`config.mk`:
```
export PLATFORM = sky130hd
export DESIGN_NAME = block_ram_requester
export DESIGN_NICKNAME = d
export VERILOG_FILES = /design/src/rtl/block_ram_requester.sv
export SDC_FILE = /design/constraint.sdc
export NUM_CORES = 1
export LEC_CHECK = 0
export CAP_MARGIN = 10
export CORE_ASPECT_RATIO = 1.1
export CORE_MARGIN = 4
export CORE_UTILIZATION = 38
export CTS_BUF_LIST = sky130_fd_sc_hd__clkbuf_16
export CTS_CLUSTER_SIZE = 28
export DETAILED_ROUTE_END_ITERATION = 10
export PLACE_DENSITY = 0.85
export SLEW_MARGIN = 40
export SYNTH_ARGS = -nofsm -noshare
export SYNTH_HDL_FRONTEND = slang
export SYNTH_SLANG_ARGS = --single-unit
```
`constraint.sdc`:
```
create_clock -name clk -period 3.6 [get_ports clk]
set_clock_uncertainty 0.15 [all_clocks]
set_input_delay 1.08 -clock clk [delete_from_list [all_inputs] [get_ports clk]]
set_output_delay 1.08 -clock clk [all_outputs]
set_load 0.05 [all_outputs]
```
`src/rtl/block_ram_requester.sv`:
```
// block_ram_requester: arbitrates a single-port registered-read RAM between
// client read/write requests and a full zero-fill sequence. Read data is
// returned through a 2-entry response FIFO guarded by a credit check, so a
// read is only issued when its response is guaranteed a slot.
module block_ram_requester #(
  parameter int DATA_WIDTH  = 32,
  parameter int INDEX_WIDTH = 8
) (
  input  logic                   clk,
  input  logic                   rstN,
  input  logic                   reqValid,
  output logic                   reqReady,
  input  logic                   reqWrite,
  input  logic [INDEX_WIDTH-1:0] reqIndex,
  input  logic [DATA_WIDTH-1:0]  reqWriteValue,
  output logic                   respValid,
  input  logic                   respReady,
  output logic [DATA_WIDTH-1:0]  respValue,
  input  logic                   clearStart,
  output logic                   clearBusy,
  output logic [INDEX_WIDTH-1:0] ramIndex,
  output logic [DATA_WIDTH-1:0]  ramWriteValue,
  output logic                   ramWriteEnable,
  input  logic [DATA_WIDTH-1:0]  ramReadValue
);

  typedef enum logic {
    ST_IDLE  = 1'b0,
    ST_CLEAR = 1'b1
  } state_t;

  localparam logic [INDEX_WIDTH-1:0] CNT_ONE  = INDEX_WIDTH'(1);
  localparam logic [INDEX_WIDTH-1:0] CNT_LAST = {INDEX_WIDTH{1'b1}};

  // Control state
  state_t                 r_state;
  logic [INDEX_WIDTH-1:0] r_clrCnt;
  logic                   r_rdVld_p1;
  logic                   r_wrPtr;
  logic                   r_rdPtr;
  logic [1:0]             r_fifoCount;

  // Response storage (data only, never reset)
  logic [DATA_WIDTH-1:0]  r_fifoMem [2];

  logic       w_idle;
  logic       w_pop;
  logic       w_push;
  logic [2:0] w_occ;
  logic       w_credit;
  logic       w_accept;
  logic       w_acceptRead;
  logic       w_acceptWrite;

  assign w_idle = (r_state == ST_IDLE);
  assign w_pop  = respValid & respReady;
  assign w_push = r_rdVld_p1;

  // Slots already committed: buffered entries plus the read whose data lands
  // next edge, minus whatever the consumer drains this cycle.
  assign w_occ    = {1'b0, r_fifoCount} + {2'b00, r_rdVld_p1} - {2'b00, w_pop};
  assign w_credit = (w_occ < 3'd2);

  // Gated by rstN so the handshake is silent while reset is held.
  assign reqReady      = rstN & w_idle & ~clearStart & (reqWrite | w_credit);
  assign w_accept      = reqValid & reqReady;
  assign w_acceptRead  = w_accept & ~reqWrite;
  assign w_acceptWrite = w_accept & reqWrite;

  assign clearBusy      = (r_state == ST_CLEAR);
  assign ramIndex       = w_idle ? reqIndex : r_clrCnt;
  assign ramWriteValue  = w_idle ? reqWriteValue : '0;
  assign ramWriteEnable = w_idle ? w_acceptWrite : 1'b1;

  assign respValid = (r_fifoCount != 2'd0);
  assign respValue = r_fifoMem[r_rdPtr];

  // Mode FSM: IDLE serves requests, CLEAR sweeps every index with zero.
  always_ff @(posedge clk or negedge rstN) begin
    if (!rstN) begin
      r_state  <= ST_IDLE;
      r_clrCnt <= '0;
    end else begin
      case (r_state)
        ST_IDLE: begin
          if (clearStart) begin
            r_state  <= ST_CLEAR;
            r_clrCnt <= '0;
          end
        end
        ST_CLEAR: begin
          if (r_clrCnt == CNT_LAST) begin
            r_state  <= ST_IDLE;
            r_clrCnt <= '0;
          end else begin
            r_clrCnt <= r_clrCnt + CNT_ONE;
          end
        end
      endcase
    end
  end

  // Stage p0 -> p1: track the read whose RAM data arrives next cycle, and
  // maintain FIFO pointers/occupancy (push and pop may coincide).
  always_ff @(posedge clk or negedge rstN) begin
    if (!rstN) begin
      r_rdVld_p1  <= 1'b0;
      r_wrPtr     <= 1'b0;
      r_rdPtr     <= 1'b0;
      r_fifoCount <= 2'd0;
    end else begin
      r_rdVld_p1 <= w_acceptRead;
      if (w_push) begin
        r_wrPtr <= ~r_wrPtr;
      end
      if (w_pop) begin
        r_rdPtr <= ~r_rdPtr;
      end
      r_fifoCount <= r_fifoCount + {1'b0, w_push} - {1'b0, w_pop};
    end
  end

  // Stage p1 -> FIFO: capture registered RAM read data into the tail slot.
  always_ff @(posedge clk) begin
    if (w_push) begin
      r_fifoMem[r_wrPtr] <= ramReadValue;
    end
  end

endmodule

```
**Placement density heat map**

10 x 11 tiles, from white (low) to dark blue (high), 0 to 100% covered.
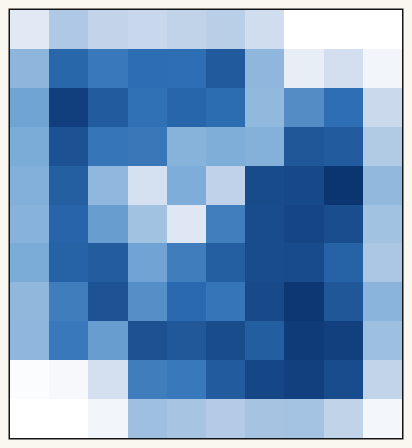
37% of the tiles are over 75% full. 5.5% of the tiles are nearly empty. The mean over all tiles is 55%.

**A small window of the routed layout**

Window x 63 to 83, y 70 to 90 µm. Cells in gray, sequential cells in the stronger gray; small squares are vias.
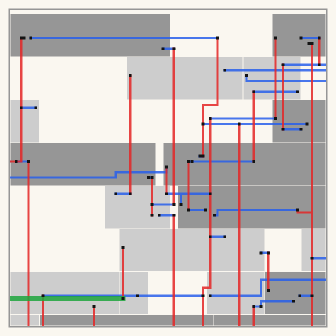
Key: red = met2; green = met3; blue = met1
12 logic cells have their middle in the window. Sequential cells in the window: 4. Netlist names of flops here include `r_fifoMem` (4). Most frequent: edfxtp_1 (4), clkdlybuf4s50_1 (3), clkbuf_16 (2).

**Placed standard cells**

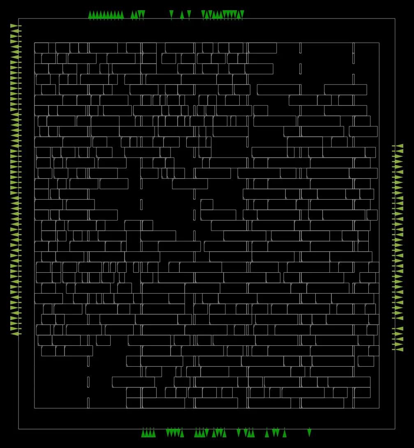
Cell Rows: 35
number of fillers in the final layout: 572
Non-Filler Instances: 500

==> Slide: Implementation Results <==
Key Metrics from the Run

Drt
  – WL/cell: 16.7 µm
  – Drt pass-1 iters: 4
  – Final antenna-violating net count: 0

Place
  – GPL Wtd Cong: between 0.7 and 0.8

Setup path
  – Startpoint types: input port
  – CP dominant cell by count: ha_4

Final timing
  – Slew Viols, Final: 0
  – Worst Tran Pin Value: 705 ps
  – Final worst setup slack: -234 ps
  – Final Critical Period: about 3800 ps
  – Final hold viol count: 0
  – Setup-failing EPs final: 1
  – Fmax: 0.261 GHz

Synth
  – Chip Area, Yosys: 3380 µm²
  – Synth area leader: edfxtp_1
  – Number of synthesized register bits: 78
  – Top cells by area: edfxtp_1 57%, dfrtp_1 10%, mux2_1 7.7%
  – Leading cell types by count after synthesis: 64 x edfxtp_1, 33 x nor2b_1, 23 x mux2_1, 17 x mux2_2, 14 x dfrtp_1
  – Mapped Nets: 303
  – Dominant cell area share: 0.568

Die
  – Die X: about 100 µm
  – Tap cells: 111
  – I/O pins: 154

Cells and area
  – Flop share of the area: 0.384
  – Buffer share of cell area: 0.351
  – Area grow syn2layout: 75.2%
  – Comb_multi_in: 125
  – CLK BUF: 9
  – Buffers, non-clock: between 150 and 200
  – N_diodes: 0
  – Share of cells above drive strength 1: 0.342
  – Max reg flops: 64
  – Storage cell area: 2270 µm²

GRT
  – Grt total ovfl: 0
  – Largest net degree at the start of global routing: 39
  – First-pass GRT wire length: 13.5 mm

Clocking
  – Sink Count: 78
  – Cts bufs inserted: 9
  – Clock buffer depth: 2

Flow run
  – Max Cap Viol: 0

Outcome
  – Status: finished with violations
  – Failing checks: setup timing

Pwr
  – Leak: between 2 and 2.5 nW
  – VDD IR max: 0.450 mV
  – PD cells: ~620 nW/µm²
==> worst paths after layout <==
kind	depth (start not counted)	slack [ps]	startpoint	endpoint
worst max-delay path	10	-230	respReady	reqReady
min in group asynchronous	2	1050	rstN	r_rdVld_p1
max in group asynchronous	2	2070	rstN	clearBusy
worst min register to register	1	350	r_clrCnt[7]	r_clrCnt[7]
worst min-delay path	1	350	r_clrCnt[7]	r_clrCnt[7]
worst max register to register	10	1230	r_fifoCount[1]	r_rdVld_p1
==> timing repair <==
item	4_1_cts	5_1_grt
resized	5	0
setup buffers	1	0
endpoints found under the setup margin	1	1
pin swaps	5	0
cloned	0	0
==> metal layers <==
| layer | GRT usage | part of all wire |
|---|---|---|
| met1 | 0.177 | 0.36 |
| met2 | 0.304 | 0.54 |
| met3 | 0.0638 | 0.095 |
| met4 | 0.0415 | 0.0061 |
| met5 | 0 | 0 |
==> per-stage QoR <==
stage | instance area (µm²) | cells | util | setup WS (ps) | setup TNS [ps]
floorplan | 3430 | 221 | - | -185 | -185
global placement | 5570 | 482 | 0.652 | -615 | -615
detailed placement | 5600 | 483 | 0.655 | -667 | -667
CTS | 5930 | 500 | 0.694 | -248 | -248
global route | 5930 | 500 | 0.694 | -281 | -281
finish | 5930 | 500 | 0.694 | -234 | -234
==> cell families (layout without fill, tap and decap cells) <==
group	count (synthesis)	after routing	share of synthesized area
compound gates	12	12	0.0218
xor+xnor	7	7	0.0181
fa+ha+maj	4	4	0.0170
buf+inv	18	186	0.0244
flops	78	78	0.672
mux	42	42	0.139
simple gates	60	60	0.108
==> power by group <==
part	switching (mW)	total [mW]	internal, mW
clock network	0.338	0.947	0.609
logic	0.881	1.59	0.704
registers	0.0806	1.12	1.04
Power figures rest on the tool's default switching activity, not on a simulated workload.
